[src/rtl/pc_sequencer_pkg.sv]
// pc_sequencer_pkg
// Shared definitions for the program-counter sequencer.
// Contents:
//   pcs_state_e      : BOOT / RUN / HALT state encodings (2 bits)
//   PCS_RESET_PC_DEF : default PC value loaded on reset
//   PCS_COUNT_WIDTH  : width of the optional taken-branch counter
//   pcs_flush        : wrong-path squash decision for the current cycle
package pc_sequencer_pkg;

  typedef enum logic [1:0] {
    PCS_BOOT = 2'b00,
    PCS_RUN  = 2'b01,
    PCS_HALT = 2'b10
  } pcs_state_e;

  localparam int unsigned PCS_PC_WIDTH_DEF = 16;
  localparam logic [15:0] PCS_RESET_PC_DEF = 16'h0000;
  localparam int unsigned PCS_COUNT_WIDTH  = 16;

  // Both a taken redirect and a halt kill the two younger instructions in
  // IF and ID; nothing is squashed outside RUN or while reset is applied.
  function automatic logic pcs_flush(input logic       rst,
                                     input pcs_state_e state,
                                     input logic       pc_src,
                                     input logic       halt_req);
    return (!rst) && (state == PCS_RUN) && (pc_src || halt_req);
  endfunction

endpackage

[src/rtl/pc_sequencer_if.sv]
// pc_sequencer_if
// Bundles the branch-resolution inputs and the fetch-side outputs of the
// PC sequencer.
//   master : upstream/downstream environment (drives PCSrc, branchTarget,
//            stall, haltReq; observes the PC outputs)
//   slave  : the pc_sequencer itself
// Optional macro BRANCH_COUNT_EN adds the branchCount signal.
interface pc_sequencer_if #(
  parameter int unsigned PC_WIDTH = 16
);
  import pc_sequencer_pkg::*;

  logic                PCSrc;
  logic [PC_WIDTH-1:0] branchTarget;
  logic                stall;
  logic                haltReq;
  logic [PC_WIDTH-1:0] pc;
  logic [PC_WIDTH-1:0] pcPlus1;
  logic                fetchValid;
  logic                flushIF;
  logic                flushID;
  logic                halted;
`ifdef BRANCH_COUNT_EN
  logic [PCS_COUNT_WIDTH-1:0] branchCount;

  modport master (
    output PCSrc, branchTarget, stall, haltReq,
    input  pc, pcPlus1, fetchValid, flushIF, flushID, halted, branchCount
  );

  modport slave (
    input  PCSrc, branchTarget, stall, haltReq,
    output pc, pcPlus1, fetchValid, flushIF, flushID, halted, branchCount
  );
`else
  modport master (
    output PCSrc, branchTarget, stall, haltReq,
    input  pc, pcPlus1, fetchValid, flushIF, flushID, halted
  );

  modport slave (
    input  PCSrc, branchTarget, stall, haltReq,
    output pc, pcPlus1, fetchValid, flushIF, flushID, halted
  );
`endif
endinterface

[src/rtl/pc_sequencer_sat_counter.sv]
// pc_sequencer_sat_counter (sat_counter)
// Saturating up-counter used for the taken-branch statistic.
// Ports:
//   clk      : clock
//   clear_i  : synchronous clear (highest priority)
//   inc_i    : increment request; ignored once the counter is all ones
//   count_o  : current count (registered)
module pc_sequencer_sat_counter #(
  parameter int unsigned WIDTH = 16
) (
  input  logic             clk,
  input  logic             clear_i,
  input  logic             inc_i,
  output logic [WIDTH-1:0] count_o
);

  logic [WIDTH-1:0] count_q;
  logic [WIDTH-1:0] count_d;

  // Next count: clear wins, then saturating increment, otherwise hold.
  always_comb begin
    count_d = count_q;
    if (clear_i) begin
      count_d = '0;
    end else if (inc_i && (count_q != {WIDTH{1'b1}})) begin
      count_d = count_q + {{(WIDTH-1){1'b0}}, 1'b1};
    end else begin
      count_d = count_q;
    end
  end

  // Count register.
  always_ff @(posedge clk) begin
    count_q <= count_d;
  end

  assign count_o = count_q;

endmodule

[src/rtl/pc_sequencer.sv]
// pc_sequencer
// Program-counter stage fed by branch resolution in EX. Selects the next
// fetch address (redirect > halt > stall > increment), squashes the two
// wrong-path instructions on a redirect or halt, and sequences the one-cycle
// boot after reset and the terminal HALT state.
// Ports:
//   clk  : single clock, rising edge
//   rst  : synchronous active-high reset
//   bus  : pc_sequencer_if.slave
//          in : PCSrc, branchTarget, stall, haltReq
//          out: pc (reg), pcPlus1 (comb), fetchValid (reg), flushIF/flushID
//               (comb), halted (reg), branchCount (reg, BRANCH_COUNT_EN only)
// Optional macro BRANCH_COUNT_EN enables the saturating taken-branch counter.
module pc_sequencer
  import pc_sequencer_pkg::*;
#(
  parameter int unsigned         PC_WIDTH = PCS_PC_WIDTH_DEF,
  parameter logic [PC_WIDTH-1:0] RESET_PC = PC_WIDTH'(PCS_RESET_PC_DEF)
) (
  input  logic           clk,
  input  logic           rst,
  pc_sequencer_if.slave  bus
);

  pcs_state_e          state_q;
  logic [PC_WIDTH-1:0] pc_q;
  logic                fetch_valid_q;
  logic                halted_q;
  logic [PC_WIDTH-1:0] pc_plus1_s;
  logic                flush_s;

  // Wraps naturally from all ones to zero.
  assign pc_plus1_s = pc_q + {{(PC_WIDTH-1){1'b0}}, 1'b1};
  assign flush_s    = pcs_flush(rst, state_q, bus.PCSrc, bus.haltReq);

  // State, PC and registered status outputs.
  always_ff @(posedge clk) begin
    if (rst) begin
      state_q       <= PCS_BOOT;
      pc_q          <= RESET_PC;
      fetch_valid_q <= 1'b0;
      halted_q      <= 1'b0;
    end else begin
      case (state_q)
        // Boot cycle absorbs the synchronous imem read latency.
        PCS_BOOT: begin
          state_q       <= PCS_RUN;
          fetch_valid_q <= 1'b1;
          halted_q      <= 1'b0;
        end
        PCS_RUN: begin
          if (bus.PCSrc) begin
            pc_q          <= bus.branchTarget;
            fetch_valid_q <= 1'b1;
          end else if (bus.haltReq) begin
            state_q       <= PCS_HALT;
            fetch_valid_q <= 1'b0;
            halted_q      <= 1'b1;
          end else if (bus.stall) begin
            pc_q          <= pc_q;
          end else begin
            pc_q          <= pc_plus1_s;
          end
        end
        // Terminal: only rst leaves HALT.
        PCS_HALT: begin
          fetch_valid_q <= 1'b0;
          halted_q      <= 1'b1;
        end
        default: begin
          state_q       <= PCS_BOOT;
          pc_q          <= RESET_PC;
          fetch_valid_q <= 1'b0;
          halted_q      <= 1'b0;
        end
      endcase
    end
  end

  assign bus.pc         = pc_q;
  assign bus.pcPlus1    = pc_plus1_s;
  assign bus.fetchValid = fetch_valid_q;
  assign bus.flushIF    = flush_s;
  assign bus.flushID    = flush_s;
  assign bus.halted     = halted_q;

`ifdef BRANCH_COUNT_EN
  logic branch_inc_s;

  // Only taken redirects in RUN count; HALT and BOOT leave the count alone.
  assign branch_inc_s = (state_q == PCS_RUN) && bus.PCSrc;

  pc_sequencer_sat_counter #(
    .WIDTH (PCS_COUNT_WIDTH)
  ) u_branch_cnt (
    .clk     (clk),
    .clear_i (rst),
    .inc_i   (branch_inc_s),
    .count_o (bus.branchCount)
  );
`endif

endmodule

[src/flat_wrapper.sv]
// flat-port wrapper written by rule: the top's interface ports become plain ports
module pc_sequencer_flat import pc_sequencer_pkg::*;
#(
  parameter int unsigned         PC_WIDTH = PCS_PC_WIDTH_DEF,
  parameter logic [PC_WIDTH-1:0] RESET_PC = PC_WIDTH'(PCS_RESET_PC_DEF)
)
  (clk, rst, bus_PCSrc, bus_branchTarget, bus_stall, bus_haltReq, bus_pc, bus_pcPlus1, bus_fetchValid, bus_flushIF, bus_flushID, bus_halted);
  pc_sequencer_if #(.PC_WIDTH(PC_WIDTH)) bus_i ();
  input  logic clk;
  input  logic rst;
  input wire logic [$bits(bus_i.PCSrc)-1:0] bus_PCSrc;
  input wire logic [$bits(bus_i.branchTarget)-1:0] bus_branchTarget;
  input wire logic [$bits(bus_i.stall)-1:0] bus_stall;
  input wire logic [$bits(bus_i.haltReq)-1:0] bus_haltReq;
  output wire logic [$bits(bus_i.pc)-1:0] bus_pc;
  output wire logic [$bits(bus_i.pcPlus1)-1:0] bus_pcPlus1;
  output wire logic [$bits(bus_i.fetchValid)-1:0] bus_fetchValid;
  output wire logic [$bits(bus_i.flushIF)-1:0] bus_flushIF;
  output wire logic [$bits(bus_i.flushID)-1:0] bus_flushID;
  output wire logic [$bits(bus_i.halted)-1:0] bus_halted;
  assign bus_i.PCSrc = bus_PCSrc;
  assign bus_i.branchTarget = bus_branchTarget;
  assign bus_i.stall = bus_stall;
  assign bus_i.haltReq = bus_haltReq;
  assign bus_pc = bus_i.pc;
  assign bus_pcPlus1 = bus_i.pcPlus1;
  assign bus_fetchValid = bus_i.fetchValid;
  assign bus_flushIF = bus_i.flushIF;
  assign bus_flushID = bus_i.flushID;
  assign bus_halted = bus_i.halted;
  pc_sequencer #(.PC_WIDTH(PC_WIDTH), .RESET_PC(RESET_PC)) u_core (.clk(clk), .rst(rst), .bus(bus_i));
endmodule
[config.mk]
export PLATFORM = sky130hd
export DESIGN_NAME = pc_sequencer_flat
export DESIGN_NICKNAME = d
export VERILOG_FILES = /design/src/rtl/pc_sequencer_pkg.sv /design/src/rtl/pc_sequencer_if.sv /design/src/rtl/pc_sequencer_sat_counter.sv /design/src/rtl/pc_sequencer.sv /design/src/flat_wrapper.sv
export SDC_FILE = /design/constraint.sdc
export NUM_CORES = 1
export LEC_CHECK = 0
export CORE_MARGIN = 2
export CORE_UTILIZATION = 35
export DETAILED_ROUTE_END_ITERATION = 10
export PLACE_DENSITY_LB_ADDON = 0.2
export SYNTH_ARGS = -nofsm -noshare
export SYNTH_HDL_FRONTEND = slang
export SYNTH_SLANG_ARGS = --single-unit
[constraint.sdc]
create_clock -name clk -period 2.2 [get_ports clk]
set_clock_uncertainty 0.1 [all_clocks]
set_input_delay 0.22 -clock clk [delete_from_list [all_inputs] [get_ports clk]]
set_output_delay 0.22 -clock clk [all_outputs]
set_load 0.03 [all_outputs]
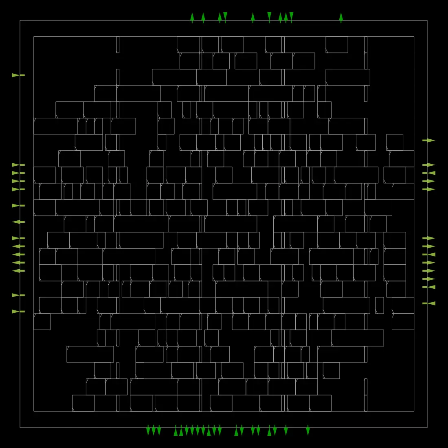
**Above:** cell placement.
n_taps: 50
Flop Count: 20

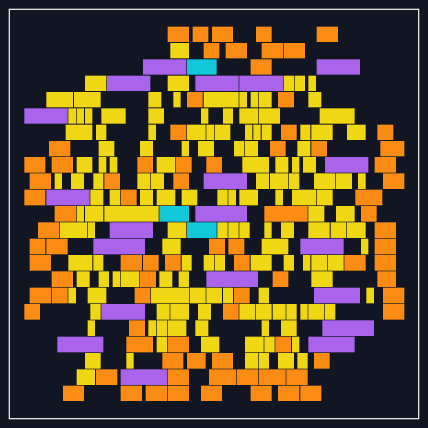
**Above:** placement by cell class.
Drawn at 6 px/µm.
colour	class	cells	share of their area
yellow	all other logic	148	45%
orange	other buffers and delay cells	83	34%
cyan	cells driving clock nets	3	1.8%
purple	flip-flops	20	19%

==> GITHUB_STEP_SUMMARY <==
## Implementation flow summary

| Metric | Value |
|---|---|
| Syn avg cell area | `7.96 µm²` |
| Int Power | `0.00120 W` |
| And+or+nand+nor area frac | `0.272` |
| Reg-to-reg startpoint | `u_core.state_q[1]` |
| Stages on the worst setup path | `7` |
| CP Max Fanout | `5` |
| Worst-Margin Slew | `0.458 ns` |
| Status | `finished clean` |
| Inverters, non-clock | `8` |
| First-pass DRT Iterations | `4` |
| Hold Crit Start | `u_core.bus.fetchValid` |
| Critical path arrival | `1.84 ns` |
| Die W | `68.0 µm` |
| Final GP Congestion | `0.819` |
| Most numerous logic cells after layout | `40 x clkdlybuf4s50_1, 33 x buf_4, 13 x nand2_1, 13 x nor2_1` |
| Clock tree cell share of total cell area | `0.0179` |
| YS chip area | `1430 µm²` |
| R2R Path End | `u_core.bus.pc[14]` |
| Max clock buf depth | `2` |
| Hold Path End | `u_core.bus.fetchValid` |
| WS Path Type | `reg2out` |
| FP Core Util | `0.361` |
| Setup crit end | `bus_pcPlus1[15]` |
| Placed cell area | `2170 µm²` |
| Comb. pwr | `0.00142 W` |
| Slowest stage delay, CP | `0.36 ns` |
| TNS Setup | `0 ns` |
| Top cells by area | `dfxtp_1 28%, xnor2_1 4.9%, nand3_1 4.2%, ha_1 3.5%, nand2_1 3.4%` |
| Cell type with the largest total area | `dfxtp_1` |
| Top Usage Layer GRT | `met2` |
| CP Cell Sequence | `buf_4 > nand4_1 > buf_4 > nor4_2 > buf_4 > xor2_1 > buf_4` |
| Antenna violations before repair | `0` |
| Sequential share of cell area | `0.183` |
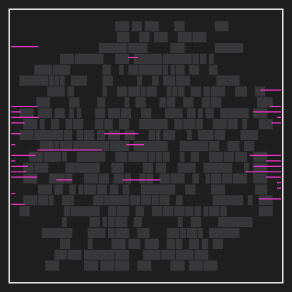
**Above:** metal 3.
Drawn at 4 px/µm.
share of all routed wire	3.4%
nets with wire on the layer	31

Power and IR drop assume default switching activity.
